--- src/rtl/efpga_cfg_bridge.sv ---
// CPU-side configuration bridge: buffers bitstream words written over a simple
// register bus and replays them to the eFPGA config port as gapped write strobes.
module efpga_cfg_bridge #(
  parameter int FIFO_DEPTH = 8,
  parameter int STROBE_GAP = 2
) (
  input  logic        CLK,
  input  logic        resetn,
  input  logic        bus_sel,
  input  logic        bus_we,
  input  logic [3:0]  bus_addr,
  input  logic [31:0] bus_wdata,
  output logic [31:0] bus_rdata,
  output logic        bus_ready,
  input  logic        uart_active,
  output logic        WriteStrobe,
  output logic [31:0] WriteData,
  output logic        cfg_busy
);

  localparam int AW = $clog2(FIFO_DEPTH);
  localparam int LW = AW + 1;
  localparam int GW = (STROBE_GAP > 1) ? $clog2(STROBE_GAP) : 1;
  localparam logic [GW-1:0] GAP_LAST = GW'((STROBE_GAP > 0) ? STROBE_GAP - 1 : 0);

  localparam logic [1:0] REG_DATA   = 2'd0;
  localparam logic [1:0] REG_CTRL   = 2'd1;
  localparam logic [1:0] REG_STATUS = 2'd2;
  localparam logic [1:0] REG_COUNT  = 2'd3;

  typedef enum logic [1:0] {
    ST_IDLE   = 2'd0,
    ST_STROBE = 2'd1,
    ST_GAP    = 2'd2
  } state_e;

  state_e          state_q, state_d;
  logic [GW-1:0]   gap_cnt_q, gap_cnt_d;
  logic [31:0]     mem_q [FIFO_DEPTH];
  logic [AW-1:0]   wr_ptr_q, wr_ptr_d;
  logic [AW-1:0]   rd_ptr_q, rd_ptr_d;
  logic [LW-1:0]   level_q, level_d;
  logic            en_q, en_d;
  logic            ovf_q, ovf_d;
  logic [15:0]     count_q, count_d;
  logic [31:0]     wdata_q, wdata_d;
  logic            bus_ready_q, bus_ready_d;
  logic [31:0]     bus_rdata_q, bus_rdata_d;

  logic            accept;
  logic [1:0]      reg_sel;
  logic            wr_data, wr_ctrl, wr_count;
  logic            flush;
  logic            fifo_full, fifo_empty;
  logic            pop, push_ok, overflow;
  logic [31:0]     status_word;
  logic [31:0]     read_mux;
  logic            unused_addr_bits;

  assign unused_addr_bits = ^bus_addr[1:0];

  assign accept   = bus_sel && !bus_ready_q;
  assign reg_sel  = bus_addr[3:2];
  assign wr_data  = accept && bus_we && (reg_sel == REG_DATA);
  assign wr_ctrl  = accept && bus_we && (reg_sel == REG_CTRL);
  assign wr_count = accept && bus_we && (reg_sel == REG_COUNT);
  assign flush    = wr_ctrl && bus_wdata[1];

  assign fifo_full  = (level_q == LW'(FIFO_DEPTH));
  assign fifo_empty = (level_q == '0);

  // A flush in the same cycle also holds off launching a new strobe so the
  // FIFO really ends up empty.
  assign pop      = (state_q == ST_IDLE) && en_q && !fifo_empty && !uart_active && !flush;
  assign push_ok  = wr_data && !flush && (!fifo_full || pop);
  assign overflow = wr_data && !flush && fifo_full && !pop;

  assign cfg_busy    = !fifo_empty || (state_q != ST_IDLE);
  assign status_word = {20'd0, cfg_busy, ovf_q, fifo_empty, fifo_full, 8'(level_q)};

  always_comb begin
    read_mux = 32'd0;
    case (reg_sel)
      REG_DATA:   read_mux = 32'd0;
      REG_CTRL:   read_mux = {31'd0, en_q};
      REG_STATUS: read_mux = status_word;
      REG_COUNT:  read_mux = {16'd0, count_q};
      default:    read_mux = 32'd0;
    endcase
  end

  always_comb begin
    bus_ready_d = accept;
    bus_rdata_d = (accept && !bus_we) ? read_mux : 32'd0;

    en_d  = wr_ctrl ? bus_wdata[0] : en_q;
    ovf_d = ovf_q;
    if (overflow) begin
      ovf_d = 1'b1;
    end else if (wr_ctrl && bus_wdata[2]) begin
      ovf_d = 1'b0;
    end

    if (flush) begin
      wr_ptr_d = '0;
      rd_ptr_d = '0;
      level_d  = '0;
    end else begin
      wr_ptr_d = wr_ptr_q + AW'(push_ok);
      rd_ptr_d = rd_ptr_q + AW'(pop);
      level_d  = level_q + LW'(push_ok) - LW'(pop);
    end

    wdata_d = pop ? mem_q[rd_ptr_q] : wdata_q;

    count_d = count_q;
    if (wr_count) begin
      count_d = 16'd0;
    end else if (state_q == ST_STROBE) begin
      count_d = count_q + 16'd1;
    end
  end

  always_comb begin
    state_d   = state_q;
    gap_cnt_d = gap_cnt_q;
    case (state_q)
      ST_IDLE: begin
        if (pop) begin
          state_d = ST_STROBE;
        end
      end
      ST_STROBE: begin
        if (STROBE_GAP > 0) begin
          state_d   = ST_GAP;
          gap_cnt_d = GAP_LAST;
        end else begin
          state_d = ST_IDLE;
        end
      end
      ST_GAP: begin
        if (gap_cnt_q == '0) begin
          state_d = ST_IDLE;
        end else begin
          gap_cnt_d = gap_cnt_q - GW'(1);
        end
      end
      default: state_d = ST_IDLE;
    endcase
  end

  always_ff @(posedge CLK or negedge resetn) begin
    if (!resetn) begin
      state_q     <= ST_IDLE;
      gap_cnt_q   <= '0;
      wr_ptr_q    <= '0;
      rd_ptr_q    <= '0;
      level_q     <= '0;
      en_q        <= 1'b0;
      ovf_q       <= 1'b0;
      count_q     <= 16'd0;
      wdata_q     <= 32'd0;
      bus_ready_q <= 1'b0;
      bus_rdata_q <= 32'd0;
    end else begin
      state_q     <= state_d;
      gap_cnt_q   <= gap_cnt_d;
      wr_ptr_q    <= wr_ptr_d;
      rd_ptr_q    <= rd_ptr_d;
      level_q     <= level_d;
      en_q        <= en_d;
      ovf_q       <= ovf_d;
      count_q     <= count_d;
      wdata_q     <= wdata_d;
      bus_ready_q <= bus_ready_d;
      bus_rdata_q <= bus_rdata_d;
    end
  end

  // Storage carries no reset; the pointers and level define what is valid.
  always_ff @(posedge CLK) begin
    if (push_ok) begin
      mem_q[wr_ptr_q] <= bus_wdata;
    end
  end

  assign WriteStrobe = (state_q == ST_STROBE);
  assign WriteData   = wdata_q;
  assign bus_ready   = bus_ready_q;
  assign bus_rdata   = bus_rdata_q;

endmodule

--- config.mk ---
export PLATFORM = sky130hd
export DESIGN_NAME = efpga_cfg_bridge
export DESIGN_NICKNAME = d
export VERILOG_FILES = /design/src/rtl/efpga_cfg_bridge.sv
export SDC_FILE = /design/constraint.sdc
export NUM_CORES = 1
export LEC_CHECK = 0
export CAP_MARGIN = 10
export CORE_MARGIN = 2
export CORE_UTILIZATION = 50
export DETAILED_ROUTE_END_ITERATION = 10
export PLACE_DENSITY_LB_ADDON = 0.08
export SLEW_MARGIN = 20
export SYNTH_ARGS = -nofsm -noshare
export SYNTH_HDL_FRONTEND = slang
export SYNTH_SLANG_ARGS = --single-unit
--- constraint.sdc ---
create_clock -name CLK -period 5.8 [get_ports CLK]
set_input_delay 0.58 -clock CLK [delete_from_list [all_inputs] [get_ports CLK]]
set_output_delay 0.58 -clock CLK [all_outputs]
set_load 0.005 [all_outputs]
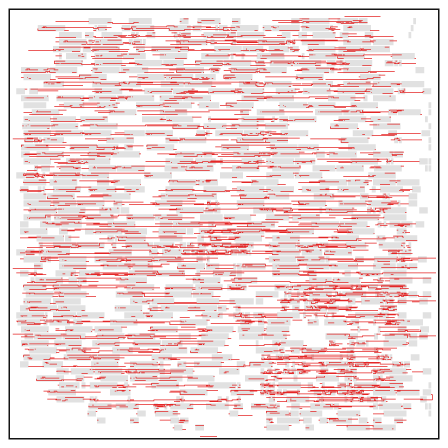
run_1/m1.png
Cells faint in the background.
share of all routed wire: 43%
main direction: horizontal
nets with wire on the layer: 786
final WL: 25.3 mm
grt met1 use: 0.266
via count: 6,529

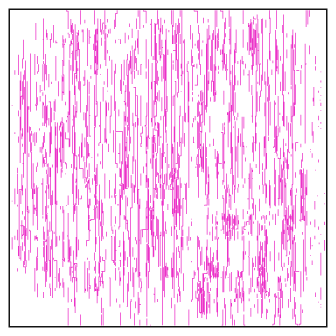
run_1/m2.png
nets with wire on the layer: 792
main direction: vertical
longest straight run: 73.8 um
met2 Usage GRT: 0.319

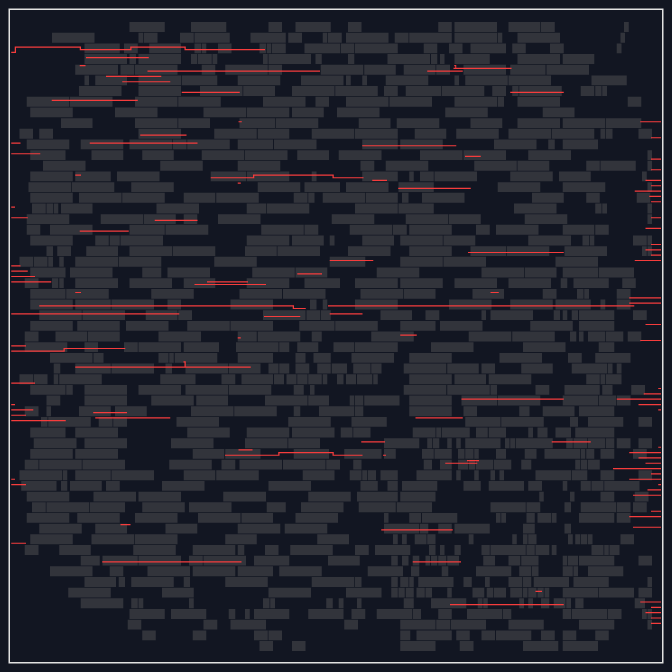
run_1/m3.png
Cells faint in the background.
main direction: horizontal
longest straight run: 77.7 um
nets with wire on the layer: 86
share of all routed wire: 4.8%
routing usage on met3: 0.0353

==> results_slide.txt, run 1 <==
Implementation Results

Status
  – Status: completed

Min path
  – Hold path depth: 2

Power
  – VDD IR-drop max: 284 uV
  – Switching portion of total power: 0.264
  – Comb. pwr: 1450 uW
  – Gate power share: 0.218
  – Clock power share: 0.319
  – P_clk: 2120 uW
  – Largest power group: sequential cells

Synthesis
  – Avg Cell Area, Syn: 18.5 um^2
  – Yosys warnings: 0
  – Register share after synthesis: 0.737
  – Post-Synth AOI/OAI Area: 0.0234
  – YS chip area: 0.0132 mm^2
  – Basic Gates by Area: 0.0499
  – Comb area leader: multiplexers
  – Gate Count Post-Synth: 711
  – Dominant synthesized flop cell: edfxtp_1
  – Mux share: 0.143
  – Most instantiated library cell after synthesis: edfxtp_1
  – Post-synth EDFFs: 256

Setup path
  – Critical path's slowest cell: clkdlybuf4s50_1
  – Critical path required time: 6150 ps
  – Worst R2R Start: level_q[2]
  – Kind of critical path: input port to register
  – R2r setup slk: 2770 ps
  – Critical Path Max Stage Delay: 920 ps
  – Critical-path cell list: clkdlybuf4s50_1, nand2_1, o2111ai_4, buf_4, nand2_1, o21ai_0, ha_1, fa_1, nor2b_1
  – FF-to-FF End: level_q[1]
  – Critical path endpoint category: register

Final layout
  – Finished Core Util: 0.601
  – Top cell excl fill/tap: edfxtp_1
  – Comb gate area: 0.00327 mm^2
  – Area Overhead vs Synth: 18.3%
  – Register area: 0.00970 mm^2
  – ANT cells: 0
  – Comb/total area: 0.210
  – Final non-clock buffer share: 0.0664
  – Largest Register: mem_q
  – Clock-cell share of area: 0.0705
  – Most frequent cells in the layout: edfxtp_1, clkdlybuf4s50_1, dfrtp_1
  – Flops: 336
  – Non-clk invs: 11

Detailed routing
  – Met2 WL: 12.8 mm
  – Avg WL per Cell: 21.3 um
  – Initial DRC count: 389

STA
  – Min Tclk post-route: 3340 ps
  – Max Clock Freq: 299 MHz
  – Slew @ Worst Pin: 1030 ps
  – Slew Viols, Final: 0
  – Clk_skew: 15.0 ps
  – Final setup vio count: 0

Floorplan
  – Tapcells: 335
  – Die Ht: 166 um

Clocking
  – CTS resizes: 0
  – Clock Path Buffers: 3
  – Clock Pin Slew Worst Setup and Hold Paths: 60 ps

Placed design
  – Cells after DPL: 1,122

Global routing
  – GR peak layer: met2
  – First-pass GRT wire length: 40.7 mm

Flow run
  – Max-cap violations: 0
==> run 2, diff against run 1 <==
==> constraint.sdc (replaced) <==
create_clock -name CLK -period 3.4 [get_ports CLK]
set_input_delay 0.34 -clock CLK [delete_from_list [all_inputs] [get_ports CLK]]
set_output_delay 0.34 -clock CLK [all_outputs]
set_load 0.005 [all_outputs]
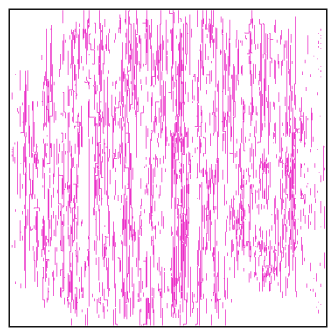
run_2/m2.png
wire length on this layer: 12,500 um
share of all routed wire: 50%
final WL: 25.0 mm
via count: 6,573

==> run 2 against run 1 <==
Die size is the same; register-to-register slack got worse by 2000 ps; worst hold slack got worse by 36 ps; first-iteration DRC count increased by 26%; critical path depth rose by 2; core utilization rose by 0.44 points; flip-flop count did not move; worst setup slack worse by 1700 ps; global-route usage shrank 0.32 points; critical path type is now register to register; critical endpoint is now level_q[2]; largest cell class unchanged; largest power group unchanged; highest routed layer unchanged.
==> results_slide.txt, run 2 <==
Implementation Results

Status
  – Status: completed

STA
  – Final setup vio count: 0 (unchanged)
  – Final Cycle Share: 0.785
  – Final setup margin: 731 ps
  – Slew Viols, Final: 0 (unchanged)
  – WHS: 442 ps
  – Slew @ Worst Pin: 1060 ps (+31.6 ps)
  – TNS Setup: 0 ps
  – Clk_skew: 10.2 ps (-4.75 ps)
  – Max Clock Freq: 375 MHz
  – Min Tclk post-route: 2670 ps
  – Hold Violations, Final: 0
  – RSZ-0062 raised after global routing: no
  – Max_slew headroom: 0.295

Global routing
  – Routing usage on met3: 0.0346 (-0.000715)
  – Largest net degree at the start of global routing: 65
  – Grt met1 use: 0.252 (-0.0136)
  – Total Routing Usage GR: 0.188
  – GRT overflow: 0
  – GR peak layer: met2
  – First-pass GRT wire length: 39.8 mm (-2.2%)
  – Met2 Usage GRT: 0.319 (about the same)

Final layout
  – Comb gate area: 0.00331 mm^2 (+1.1%)
  – Non-clk invs: 11 (unchanged)
  – Clock-cell share of area: 0.0702 (-0.000358)
  – Finished Core Util: 0.605 (+0.00444)
  – Register area: 0.00970 mm^2 (unchanged)
  – Fill cells: 1,914
  – Fin cells: 1,194
  – Final non-clock buffer share: 0.0709 (+0.00446)
  – Area Overhead vs Synth: 19.2%
  – Top cell excl fill/tap: edfxtp_1
  – ANT cells: 0 (unchanged)
  – Max reg flops: 256
  – Flops: 336 (unchanged)
  – Leading cell kind: sequential cells
  – CLK BUF: 52
  – Most frequent cells in the layout: edfxtp_1, clkdlybuf4s50_1, dfrtp_1
  – Largest Register: mem_q
  – Comb/total area: 0.211 (+0.000690)
  – Final nets: 888

Power
  – NetSw: 3010 uW
  – Seq group: 5210 uW
  – P_clk: 3600 uW (+70%)
  – Gate power share: 0.225 (+0.007)
  – Clock power share: 0.316 (-0.003)
  – Switching portion of total power: 0.264 (+0.000592)
  – P per Cell Area: 726 mW/mm^2
  – Seq pwr share: 0.458
  – VDD IR-drop max: 429 uV (+51%)
  – Cell-internal power: 8370 uW
  – Largest power group: sequential cells
  – Comb. pwr: 2560 uW (+77%)
  – LEAKAGE: 0.00549 uW

Clocking
  – Clock Path Buffers: 3 (unchanged)
  – CTS resizes: 0 (unchanged)
  – Root cell of the clock tree: clkbuf_16
  – # H-tree levels: 2
  – Clock Latency Late Sink: 510 ps
  – Clock sinks: 336
  – CTS tree: yes
  – Post-CTS setup buffers: 0
  – Clock Pin Slew Worst Setup and Hold Paths: 60 ps (about the same)
  – Total CTS buffers: 35

Detailed routing
  – Avg WL per Cell: 20.9 um (-1.8%)
  – Met3 wire len: 1.33 mm
  – Met2 WL: 12.5 mm (-1.9%)
  – Top routing layer in use: met4
  – Initial DRC count: 490 (+26%)

Synthesis
  – Registers, synthesis: 336
  – Most instantiated library cell after synthesis: edfxtp_1
  – Register share after synthesis: 0.737 (unchanged)
  – Unique masters post-synth: 46
  – Yosys warnings: 0 (unchanged)
  – Post-synth EDFFs: 256 (unchanged)
  – Mux share: 0.143 (unchanged)
  – Gate Count Post-Synth: 711 (unchanged)
  – Comb area leader: multiplexers
  – Dominant synthesized flop cell: edfxtp_1
  – Commonest cells in the netlist: edfxtp_1, dfrtp_1, mux4_2
  – Top cells, area: edfxtp_1, dfrtp_1, mux4_2
  – YS chip area: 0.0132 mm^2 (unchanged)
  – Ys async rst share: 0.238
  – Yosys top cell area share: 0.585
  – Basic Gates by Area: 0.0499 (unchanged)
  – Avg Cell Area, Syn: 18.5 um^2 (unchanged)
  – Post-Synth AOI/OAI Area: 0.0234 (unchanged)
  – Synth area leader: edfxtp_1

Setup path
  – Worst R2R Path Depth: 11
  – Critical path's slowest cell: or3b_1
  – Crit path launch type: register
  – Critical path endpoint category: register
  – R2r setup slk: 730 ps (-2040 ps)
  – Arr. time, crit path: 3030 ps
  – Critical Path Max Stage Delay: 420 ps (-500 ps)
  – Critical path required time: 3760 ps (-2390 ps)
  – WP buf/inv: 2
  – Stages on worst setup path: 11
  – FF-to-FF End: level_q[2]
  – Worst R2R Start: level_q[2]
  – Worst path top cell family by delay: adder cells
  – Crit. Startpoint: level_q[2]
  – Critical-path cell list: inv_1, ha_1, or3b_1, o2111ai_4, inv_2, o21ai_0, o21ai_0, ha_1, fa_1, xnor2_1, nor2_1
  – CP Max Fanout: 3
  – Kind of critical path: register to register

Floorplan
  – Tapcells: 335 (unchanged)
  – Die Ht: 166 um (unchanged)
  – Die area: 0.0276 mm^2
  – Io pins: 108
  – Core area: 0.0259 mm^2
  – FP Core Util: 0.508

Placed design
  – DPL Wire Length: 14.7 mm
  – Place WS: 405 ps
  – Placed cell area: 0.0146 mm^2
  – Cells after DPL: 1,129 (+0.62%)
  – Routability cong.: 0.719

Flow run
  – Log Warnings: 33
  – Max-cap violations: 0 (unchanged)
Power figures rest on the tool's default switching activity, not on a simulated workload.
